## config.mk

```make
export PLATFORM = sky130hd
export DESIGN_NAME = fp_addition
export DESIGN_NICKNAME = d
export VERILOG_FILES = /design/src/rtl/fp_addition.sv
export SDC_FILE = /design/constraint.sdc
export NUM_CORES = 1
export LEC_CHECK = 0
export CAP_MARGIN = 10
export CORE_MARGIN = 5
export CORE_UTILIZATION = 35
export CTS_CLUSTER_SIZE = 28
export DETAILED_ROUTE_END_ITERATION = 12
export PLACE_DENSITY = 0.52
export SLEW_MARGIN = 20
export SYNTH_ARGS = -nofsm -noshare
export SYNTH_HDL_FRONTEND = slang
export SYNTH_SLANG_ARGS = --single-unit
export TNS_END_PERCENT = 5
```

## constraint.sdc

```tcl
create_clock -name clk -period 4.85 [get_ports clk]
set_input_delay 0.485 -clock clk [delete_from_list [all_inputs] [get_ports clk]]
set_output_delay 0.485 -clock clk [all_outputs]
set_load 0.05 [all_outputs]
```

## src/rtl/fp_addition.sv

```systemverilog
// fp_addition: pipelined binary32 adder (unpack/align, add/sub, normalize, round/pack), round-to-nearest-even
module fp_addition #(
    parameter int WIDTH   = 32,
    parameter int LATENCY = 3
) (
    input  logic             clk,
    input  logic             rst_n,
    input  logic             en,
    input  logic [WIDTH-1:0] opa,
    input  logic [WIDTH-1:0] opb,
    output logic [WIDTH-1:0] out,
    output logic             out_valid
);
    logic               a_z, b_z, a_nan, b_nan, a_inf, b_inf, swap, sp_n;
    logic [30:0]        mag_a, mag_b;
    logic [31:0]        big, sml, spv_n;
    logic [23:0]        sig_l, sig_s;
    logic [7:0]         d;
    logic [4:0]         sh;
    logic [49:0]        ext;
    logic [LATENCY-1:0] vp;
    logic               sa1, sb1, zs1, sp1;
    logic [7:0]         e1;
    logic [26:0]        ma1, mb1;
    logic [31:0]        spv1;
    logic               s2, zs2, sp2;
    logic [7:0]         e2;
    logic [27:0]        m2;
    logic [31:0]        spv2;
    logic [4:0]         lz;
    logic [26:0]        n_n;
    logic signed [9:0]  exp_n;
    logic               s3, z3, zs3, sp3;
    logic signed [9:0]  e3, ef;
    logic [26:0]        n3;
    logic [31:0]        spv3, res;
    logic               rup;
    logic [24:0]        rs;
    logic [22:0]        frac;

    // Stage 1: denormals become zero magnitude, larger magnitude goes to the A side
    always_comb begin
        a_z   = opa[30:23] == 8'd0;
        b_z   = opb[30:23] == 8'd0;
        a_nan = opa[30:23] == 8'hff && opa[22:0] != 23'd0;
        b_nan = opb[30:23] == 8'hff && opb[22:0] != 23'd0;
        a_inf = opa[30:23] == 8'hff && opa[22:0] == 23'd0;
        b_inf = opb[30:23] == 8'hff && opb[22:0] == 23'd0;
        mag_a = a_z ? 31'd0 : opa[30:0];
        mag_b = b_z ? 31'd0 : opb[30:0];
        swap  = mag_b > mag_a;
        big   = swap ? {opb[31], mag_b} : {opa[31], mag_a};
        sml   = swap ? {opa[31], mag_a} : {opb[31], mag_b};
        sig_l = big[30:23] == 8'd0 ? 24'd0 : {1'b1, big[22:0]};
        sig_s = sml[30:23] == 8'd0 ? 24'd0 : {1'b1, sml[22:0]};
        d     = big[30:23] - sml[30:23];
        sh    = d > 8'd26 ? 5'd26 : d[4:0];
        ext   = {sig_s, 26'd0} >> sh;
        sp_n  = a_nan | b_nan | a_inf | b_inf;
        spv_n = (a_nan | b_nan | (a_inf & b_inf & (opa[31] ^ opb[31]))) ? 32'h7fc00000 :
                a_inf ? opa : opb;
    end

    // Stage 3a: normalize, sticky folded in on carry-out
    always_comb begin
        lz = 5'd27;
        for (int i = 0; i < 27; i++)
            if (m2[i]) lz = 5'(26 - i);
        n_n   = m2[27] ? {m2[27:2], |m2[1:0]} : m2[26:0] << lz;
        exp_n = m2[27] ? $signed({2'b0, e2}) + 10'sd1 : $signed({2'b0, e2}) - $signed({5'b0, lz});
    end

    // Stage 3b: round to nearest even, then pack with zero/underflow/overflow handling
    always_comb begin
        rup  = n3[2] & (n3[1] | n3[0] | n3[3]);
        rs   = {1'b0, n3[26:3]} + {24'd0, rup};
        ef   = e3 + $signed({9'd0, rs[24]});
        frac = rs[24] ? rs[23:1] : rs[22:0];
        res  = sp3 ? spv3 :
               z3 ? {zs3, 31'd0} :
               e3 <= 10'sd0 ? {s3, 31'd0} :
               ef >= 10'sd255 ? {s3, 8'hff, 23'd0} : {s3, ef[7:0], frac};
    end

    always_ff @(posedge clk or negedge rst_n) begin
        if (!rst_n) begin
            vp <= '0;
            {sa1, sb1, zs1, sp1, e1, ma1, mb1, spv1} <= '0;
            {s2, zs2, sp2, e2, m2, spv2} <= '0;
            {s3, z3, zs3, sp3, e3, n3, spv3} <= '0;
            out <= '0;
            out_valid <= 1'b0;
        end else begin
            vp   <= {vp[LATENCY-2:0], en};
            sa1  <= big[31];
            sb1  <= sml[31];
            zs1  <= opa[31] & opb[31];
            sp1  <= sp_n;
            spv1 <= spv_n;
            e1   <= big[30:23];
            ma1  <= {sig_l, 3'd0};
            mb1  <= {ext[49:24], |ext[23:0]};
            s2   <= sa1;
            zs2  <= zs1;
            sp2  <= sp1;
            spv2 <= spv1;
            e2   <= e1;
            m2   <= sa1 == sb1 ? {1'b0, ma1} + {1'b0, mb1} : {1'b0, ma1} - {1'b0, mb1};
            s3   <= s2;
            z3   <= m2 == 28'd0;
            zs3  <= zs2;
            sp3  <= sp2;
            spv3 <= spv2;
            e3   <= exp_n;
            n3   <= n_n;
            out_valid <= vp[LATENCY-1];
            if (vp[LATENCY-1]) out <= res;
        end
    end
endmodule

```

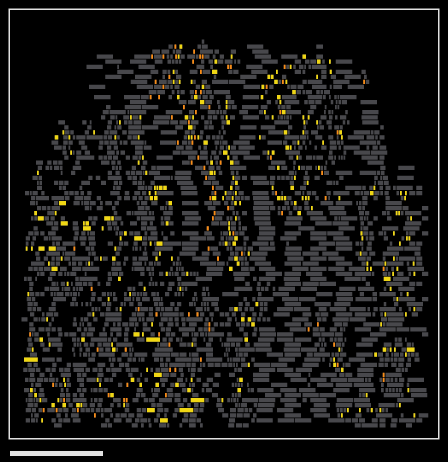
*Logic cells by family*
Scale bar: 50 µm.
Orange is inv cells, cells 87, most used inv_1. Yellow is nor cells, cells 270, most used nor2_1, where all over the die.

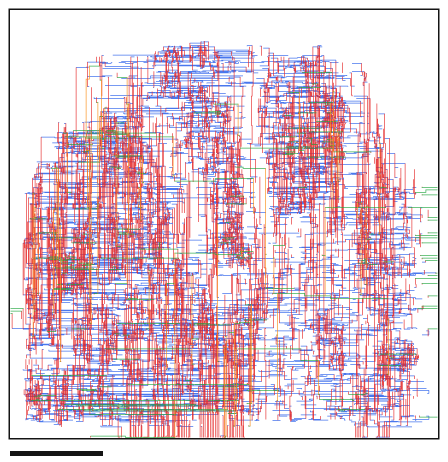
*Signal wires by layer*
Scale bar: 50 µm.
Blue is metal 1, wire length 25.3 mm. Red is metal 2, wire length 28.3 mm. Green is metal 3, wire length 2390 µm. Orange is metal 4, wire length 2370 µm.

==> run notes <==
Summary of the current implementation state.

- The flow ran to the end, but the final reports show violations.
- The final reports fail on negative hold slack, negative setup slack.
- Summed over all combinational cells, the power is 5.00 mW.
- Per the final timing report, the hold violations number 6.
- The largest single stage delay on the critical path is between 500 and 600 ps.
- The fraction of area in multi-input gates is 44.4%, for reference.
- The finished layout cell area is approximately 23000 µm², for reference.
- The family with the most delay on the worst path is simple AND/OR/NAND/NOR gates, for reference.
- The number of clock buffers added by TritonCTS is 28.
- The initial antenna violation count is 2.
- Yosys shows that the main logic family after synthesis is AND-OR/OR-AND gates.
- The power spent charging and discharging nets is ~4.3 mW, for reference.
- The arrival time at the worst endpoint is between 6000 and 7000 ps, for reference.
- The clock network takes up approximately 4% of total cell area after layout.
- The last timing report of the flow puts the setup violation total at 25.
- The clock-pin slew on the worst setup and hold paths is approximately 70 ps, for reference.
- The effective utilization at floorplan is between 30% and 40%, for reference.
- The simple-gate portion of the synthesized area is between 15 and 20%, for reference.
- In this run the cell area of the synthesized design comes to between 15000 and 20000 µm².
- The area share of xor/xnor cells in the synthesized design is around 3.5%, for reference.
- The worst-case setup margin in the final layout is -891 ps, for reference.
- Hold timing on the final database bottoms out at a slack of -36.3 ps.
- The top fanout value on the critical path is 8, for reference.
- Leaving out fill and tap cells, the most frequent cells in the layout are buf_4 (331), dfrtp_1 (275), nand2_1 (188).
- The power report lists cell-internal power as 6.17 mW.
- The clock buffer instance count of the final layout is 35, for reference.
- The global routing met1 resource utilization is around 28%, for reference.
- Once placement finished, the instance area stood at between 20000 and 25000 µm².
- After layout, the design draws a total of between 10 and 15 mW.
- The first detailed-routing pass ran for 6 iterations.
- The synthesized design devotes to its leading area cell type 40.4% of total area.
- Of the post-synthesis cell area, the part taken by muxes is 5.89%.
- The via count of the first global-routing pass is around 16k, for reference.
- OpenROAD reports that the post-layout worst path occupies 118% of the period.
- The post-synthesis chip area from yosys is 17000 µm², for reference.
- The normalized max-slew margin is between 30% and 40%, for reference.
- The global-route usage over all layers is a little over a fifth, for reference.
- After synthesis, the mean cell area works out to between 8 and 9 µm².
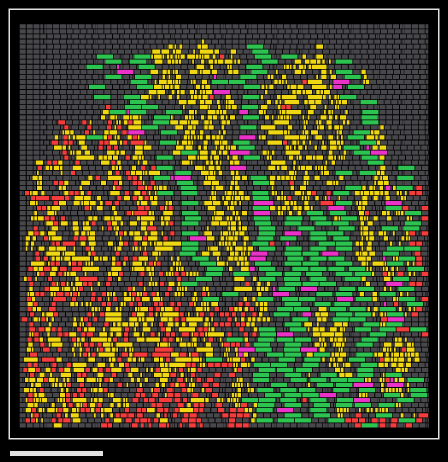
*Cell classes on the final placement*
Scale bar: 50 µm. Fill, decap, tap and diode cells in grey.
Green is sequential cells, cells 275, share of their area 31%. Magenta is clock drivers and dummy loads, cells 48, share of their area 4.1%. Red is remaining buffers and delay cells, cells 464, share of their area 18%. Yellow is combinational and other logic, cells 1517, share of their area 47%.

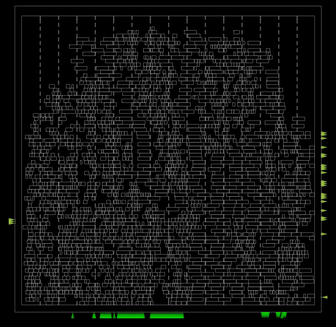
*Cell placement*
fill cell count: 4516
Core Util, Final: 48.3%
fraction of area in registers: 29.7%

## timing repair
action / in CTS / in global routing
pin swaps: 53 / 43
gates resized: 165 / 80
setup buffers: 34 / 4
setup endpoints to repair: 45 / 50
gates cloned: 5 / 0
## final timing paths
| kind | from | to | slack [ps] | depth (start not counted) |
|---|---|---|---|---|
| max | opa[24] | mb1[0]$_DFF_PN0_ | -890 | 31 |
| min | rst_n | out[29]$_DFFE_PN0P_ | -40 | 1 |
| max reg2reg | n3[2]$_DFF_PN0_ | out[2]$_DFFE_PN0P_ | 270 | 24 |
| min reg2reg | spv1[4]$_DFF_PN0_ | spv2[4]$_DFF_PN0_ | 320 | 0 |
| max in group asynchronous | rst_n | mb1[26]$_DFF_PN0_ | 3640 | 2 |
| min in group clk | opb[27] | spv1[27]$_DFF_PN0_ | 310 | 3 |
Power figures rest on the tool's default switching activity, not on a simulated workload.
